Run 1, signal wires by layer:
Two of the layers only.
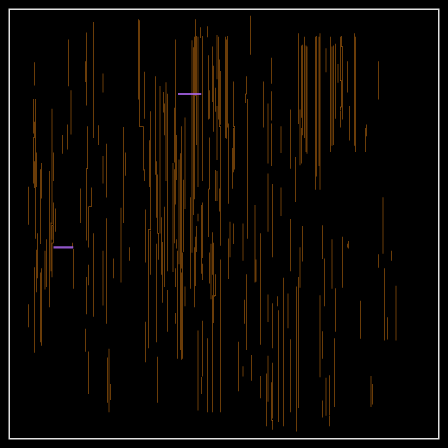
Run 1, M4 wires:
The bar under the picture is 100 um long.
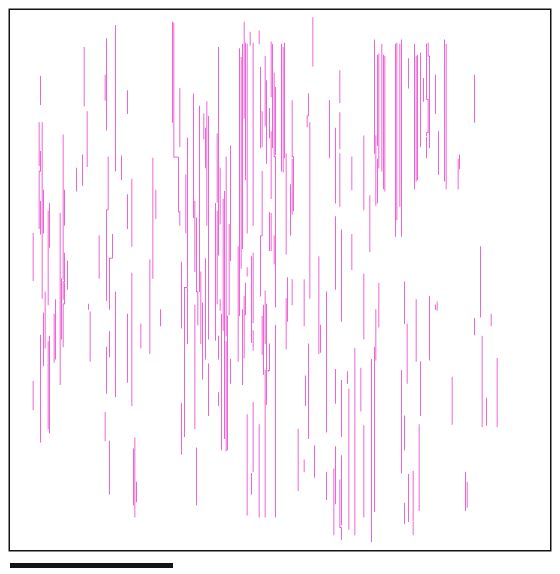
Run 1, logic cells by family:
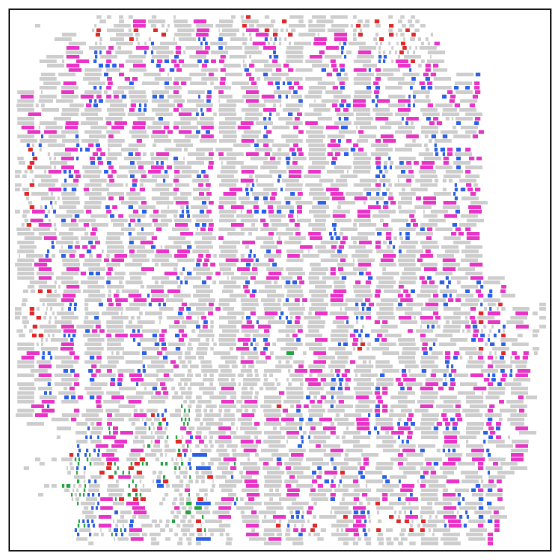
==> config.mk <==
export PLATFORM = sky130hd
export DESIGN_NAME = multiport_register_file
export DESIGN_NICKNAME = d
export VERILOG_FILES = /design/src/rtl/multiport_register_file.sv
export SDC_FILE = /design/constraint.sdc
export NUM_CORES = 1
export LEC_CHECK = 0
export CAP_MARGIN = 25
export CELL_PAD_IN_SITES_DETAIL_PLACEMENT = 1
export CELL_PAD_IN_SITES_GLOBAL_PLACEMENT = 2
export CORE_MARGIN = 2
export CORE_UTILIZATION = 47
export DETAILED_ROUTE_END_ITERATION = 7
export HOLD_SLACK_MARGIN = 0.15
export PLACE_DENSITY = 0.79
export SYNTH_ARGS = -nofsm -noshare
export SYNTH_HDL_FRONTEND = slang
export SYNTH_SLANG_ARGS = --single-unit
==> constraint.sdc <==
create_clock -name clk -period 4.4 [get_ports clk]
set_input_delay 0.88 -clock clk [delete_from_list [all_inputs] [get_ports clk]]
set_output_delay 0.88 -clock clk [all_outputs]
set_load 0.02 [all_outputs]
==> ci_impl_report.md, run 1 <==
## Synthesis and layout report

| Metric | Value |
|---|---|
| Syn Std Cell Area | `around 50000 um2` |
| Asr flop ratio synth | `0%` |
| CTS Buf Count | `~110` |
| M1 GR Usage | `42.1%` |
| Synth Seq Share | `between 60% and 70%` |
| Ys Warns | `0` |
| Syn Area/Cell | `16.4 um2` |
| Share of cells above drive strength 1 | `24.3%` |
| Final Cycle Share | `99.3%` |
| Die H | `332 um` |
| Worst-margin pin slew | `1.08 ns` |
| Outcome | `completed` |
| Insertion Delay late pin | `0.72 ns` |
| GR peak layer | `met2` |
| Max FFs per register | `about 1k` |
| Std cell rows | `roughly 120` |
| Clk buf depth | `3` |
| Grt ovf | `0` |
| Core Area | `around 110000 um2` |
| Util after Layout | `approximately 56%` |
| Worst Setup End Kind | `primary output` |
| Hold Vio Cnt, Final | `0` |
| Main flop type | `edfxtp_1` |
| Yosys stat area | `slightly above 50000 um2` |
| GR Layer Usage met2 | `between 50% and 60%` |
| First-pass GRT wire length | `~260000 um` |
| CP top delay family | `buffers and inverters` |
-- 'signal wires by layer' (at the start) --
layer	color	wire length
metal 4	orange	11500 um
metal 5	purple	30.4 um
Total Routing Usage GR: 32.8%
via count: 34.7k
DRT Wirelength: 184000 um
wire per inst: 37.6 um

-- 'M4 wires' (at the start) --
main direction	vertical
wire length on this layer	11500 um
share of all routed wire	6.3%
nets with wire on the layer	135
longest straight run	165 um

-- 'logic cells by family' (at the start) --
family	color	cells	most used	where
nand cells	green	70	nand2_1	bottom left
aoi and oai cells	blue	550	o221ai_1	spread over the die
non-inverting ao/oa cells	red	84	a211o_1	spread over the die
mux cells	magenta	800	mux2i_1	spread over the die
fraction of area in multi-input gates: 30.3%
Top cell excl fill/tap: edfxtp_1
Finished Layout Cells: 4882

run 1: power by group:
part	internal, mW	total (mW)	switching [mW]
Combinational	0.722	1.81	1.09
Clock	5.33	9.39	4.06
Sequential	11.0	11.0	0.0294
run 1: cell families (layout without fill, tap and decap cells):
| family | count (synthesis) | count (layout) | synth area share (%) |
|---|---|---|---|
| DFF | 1062 | 1062 | 62.3 |
| muxes | 800 | 800 | 22.9 |
| AOI/OAI and AO/OA | 634 | 634 | 9.18 |
| and+or+nand+nor | 306 | 306 | 3.00 |
| buffers and inverters | 269 | 664 | 2.40 |
| xor gates and xnor gates | 11 | 11 | 0.190 |
| adders and majority gates | 2 | 2 | 0.0495 |
run 1: final cells by class:
cell class	count	area, um2	area share, %
Sequential cell	1062	31500	52.4
Multi-Input combinational cell	1753	18200	30.3
Timing Repair Buffer	447	5050	8.40
Clock buffer	139	2990	4.97
Tap cell	1403	1760	2.92
Clock inverter	68	588	0.977
Inverter	10	40.0	0.0665
run 1: cells in the final DEF, fill, tap and decap left out, types with 62 or more instances in the layout:
master     count
o22ai_1      123
mux4_2       284
clkbuf_16    120
nor3_1       125
o221ai_1     247
buf_12       100
a21oi_1      144
a211o_1       62
buf_4        222
edfxtp_1    1024
mux2i_1      511
run 1: timing repair:
| action | in CTS | in global routing |
|---|---|---|
| setup endpoints to repair | 54 | 32 |
| gates cloned | 0 | 2 |
| endpoints found under the hold margin | 0 | 0 |
| gates resized | 33 | 37 |
| buffers inserted | 0 | 4 |
| pin swaps | 2 | 2 |
run 1: cell usage after synthesis, types with 17 or more instances:
cell type | number | area, um2
edfxtp_1 | 1024 | 30700
mux2i_1 | 511 | 5110
mux4_2 | 284 | 6400
o221ai_1 | 248 | 2170
a21oi_1 | 145 | 726
nor3_1 | 128 | 641
clkbuf_1 | 125 | 469
o22ai_1 | 124 | 776
buf_2 | 97 | 485
a211o_1 | 62 | 543
nor2_1 | 51 | 191
nand2_1 | 50 | 188
dfxtp_1 | 38 | 761
and2_1 | 32 | 200
o21ai_0 | 21 | 105
buf_4 | 18 | 135
buf_1 | 17 | 63.8
run 1: routing by layer:
layer,wire length [um],vias to the layer above
met1,67600,18200
li1,-,13700
met2,87600,2175
met4,11500,4
met3,16800,547
met5,30,-
run 1: through the flow:
stage / cell area [um2] / setup TNS, ns / total power, mW / hold slack, ns / cells
after floorplan: 50600 / 0 / 12.2 / 0.446 / 3084
after global placement: 56300 / -0.157 / 13.0 / 0.445 / 4665
after detailed placement: 56300 / -1.77 / 13.0 / 0.448 / 4666
after CTS: 59900 / 0 / 22.2 / 0.472 / 4873
after global routing: 60200 / -0.00901 / 22.6 / 0.507 / 4882
final: 60200 / 0 / 22.2 / 0.471 / 4882
Run 1, register map, names as in the netlist:
The bar under the picture is 100 um long. Other sequential cells in the stronger gray, the rest of the logic in the fainter gray.
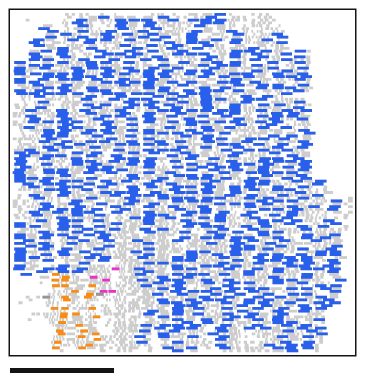

==> inputs of run 2 (changes only) <==
--- a/config.mk
+++ b/config.mk
@@ -9,10 +9,11 @@
 export CELL_PAD_IN_SITES_DETAIL_PLACEMENT = 1
 export CELL_PAD_IN_SITES_GLOBAL_PLACEMENT = 2
 export CORE_MARGIN = 2
-export CORE_UTILIZATION = 47
+export CORE_UTILIZATION = 40
 export DETAILED_ROUTE_END_ITERATION = 7
+export GPL_TIMING_DRIVEN = 0
 export HOLD_SLACK_MARGIN = 0.15
-export PLACE_DENSITY = 0.79
+export PLACE_DENSITY = 0.69
 export SYNTH_ARGS = -nofsm -noshare
 export SYNTH_HDL_FRONTEND = slang
 export SYNTH_SLANG_ARGS = --single-unit
Run 2, register map, names as in the netlist:
The bar under the picture is 100 um long. Other sequential cells in the stronger gray, the rest of the logic in the fainter gray.
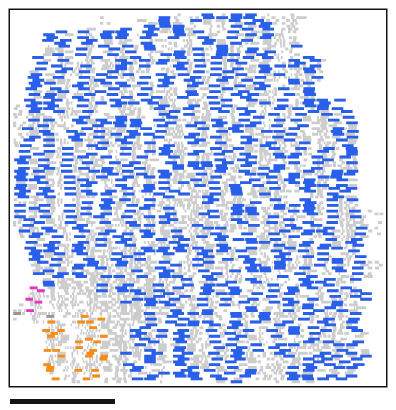
signal	color	flops	where
pending_q	orange	31	bottom left
cnt_q	magenta	5	bottom left
regs_q	blue	1024	spread over the die
not colored	2
Seq. pwr: 11.0 mW
Util after Layout: 49.2%
FF/Latch Area: 31500 um2
Seq area share: 51.0%

Run 2, logic cells by family:
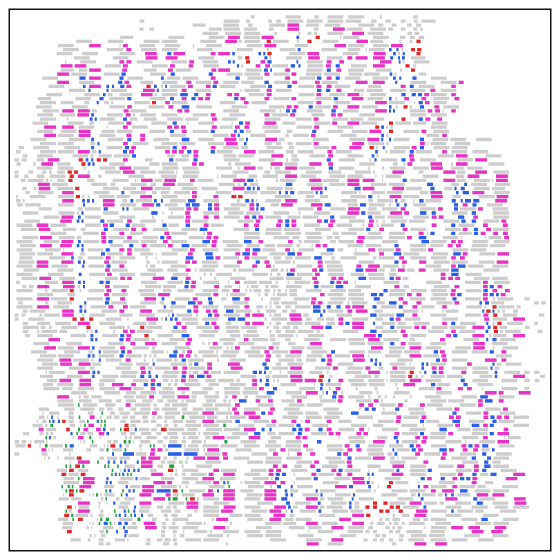
family	color	cells	most used	where
aoi and oai cells	blue	550	o221ai_1	spread over the die
non-inverting ao/oa cells	red	84	a211o_1	spread over the die
nand cells	green	70	nand2_1	bottom left
mux cells	magenta	800	mux2i_1	spread over the die
fraction of area in multi-input gates: 31.4%
Finished Layout Cells: 5155

==> ci_impl_report.md, run 2 <==
## Synthesis and layout report

| Metric | Value |
|---|---|
| Met1 WL | `77700 um (+15%)` |
| DRT Wirelength | `197000 um (+7.5%)` |
| Synth Seq Share | `62.3% (unchanged)` |
| Clk buf depth | `3 (unchanged)` |
| Die H | `360 um (+8.3%)` |
| DR WL met2 | `94300 um (+7.6%)` |
| Main flop type | `edfxtp_1` |
| Switching power | `5.45 mW (+5.1%)` |
| Ys Warns | `0 (unchanged)` |
| Syn Area/Cell | `16.4 um2 (unchanged)` |
| Synth top cells by count | `edfxtp_1, mux2i_1, mux4_2, o221ai_1, a21oi_1` |
| Final worst slack | `-0.0584 ns` |
| Top Layer Used | `met4` |
| Core Area | `126000 um2 (+17%)` |
| Share of cells above drive strength 1 | `29.3% (+5.1 points)` |
| Violated checks | `negative setup slack` |
| First-pass GRT wire length | `276000 um (+5.8%)` |
| Syn Std Cell Area | `50600 um2 (unchanged)` |
| Worst-margin pin slew | `1.08 ns (+0.00176 ns)` |
| Yosys stat area | `50600 um2 (unchanged)` |
| Top post-synthesis cells by area | `edfxtp_1, mux4_2, mux2i_1` |
| CTS Buf Count | `116 (+2.7%)` |
| Combinational Power Share | `8.4% (+0.2 points)` |
| Switching share of total power | `24.2% (+0.82 points)` |
| Top cell excl fill/tap | `edfxtp_1` |
| Setup TNS | `-0.0678 ns (-0.0678 ns)` |
| Top cell type's share of synthesized area | `60.8% (unchanged)` |
| Most frequent cell after synthesis | `edfxtp_1` |
| Via count | `34.6k (-0.23%)` |
| Placed Cells | `4914 (+5.3%)` |
| Hold Vio Cnt, Final | `0 (unchanged)` |
| Outcome | `finished with violations` |
| Final Setup Violations | `2` |
==> run 2: cell types whose count changed in the layout (fill, tap and decap cells not counted), sizes merged, moves of 3 or more <==
cell	previous run	this run
clkbuf	143	272
dlygate4sd2	27	36
clkinvlp	7	4
clkdlybuf4s50	58	44
inv	9	12
dlymetal6s2s	28	4
clkdlybuf4s15	0	31
buf	330	231
clkinv	53	46
==> run 2: power by group through the flow <==
stage / logic [mW] / clock network, mW / registers, mW
floorplan: 0.961 / 0 / 11.2
global placement: 1.57 / 0 / 11.2
detailed placement: 1.64 / 0 / 11.2
CTS: 1.86 / 9.71 / 11.0
global route: 1.95 / 10.1 / 11.0
finish: 1.90 / 9.64 / 11.0
==> run 2: per-layer routing <==
| layer | GRT usage [%] | vias up |
|---|---|---|
| met2 | 49.1 | 1843 |
| met5 | 0 | - |
| met4 | 13.5 | 0 |
| met1 | 39.7 | 18600 |
| li1 | - | 13800 |
| met3 | 4.93 | 412 |
==> run 2: cell families after synthesis <==
logic type               after synthesis  synth area share [%]
XOR/XNOR                              11                 0.190
buffers and inverters                269                  2.40
multiplexers                         800                  22.9
AND/OR/NAND/NOR                      306                  3.00
AND-OR/OR-AND                        634                  9.18
adder cells (fa/ha/maj)                2                0.0495
flip-flops                          1062                  62.3
==> run 2: timing repair <==
| item | in CTS | in global routing |
|---|---|---|
| cloned | 2 | 0 |
| buffers inserted | 13 | 0 |
| endpoints found under the setup margin | 66 | 116 |
| gates resized | 733 | 58 |
| pin swaps | 45 | 4 |
==> run 2: layout make-up <==
| type | instances | area [um2] |
|---|---|---|
| fillers | 11700 | 63700 |
| flip-flops and latches | 1062 | 31500 |
| clock inverters | 60 | 531 |
| well taps | 1650 | 2060 |
| clock buffers | 151 | 3120 |
| diodes | 1 | 2.50 |
| multi-input cells | 1753 | 19400 |
| repair buffers | 212 | 2860 |
| plain buffers | 256 | 2260 |
| inverters | 10 | 42.5 |
==> run 2: critical path, cell delays in order <==
cell and delay (ns):
buf_2 0.24, clkbuf_2 0.66, clkbuf_1 0.82, a21oi_1 0.19, nor3_4 0.32, a211o_1 0.18, clkdlybuf4s15_2 0.26
==> run 2: metrics by stage <==
step | instance area (um2) | worst slack [ns] | hold WS (ns)
after global routing | 61800 | -0.00263 | 0.490
after detailed placement | 55300 | -1.45 | 0.446
after global placement | 53800 | -3.46 | 0.441
final | 61800 | -0.0584 | 0.458
after CTS | 61300 | -0.00254 | 0.464
after floorplan | 50600 | 0.328 | 0.446
Power figures rest on the tool's default switching activity, not on a simulated workload.
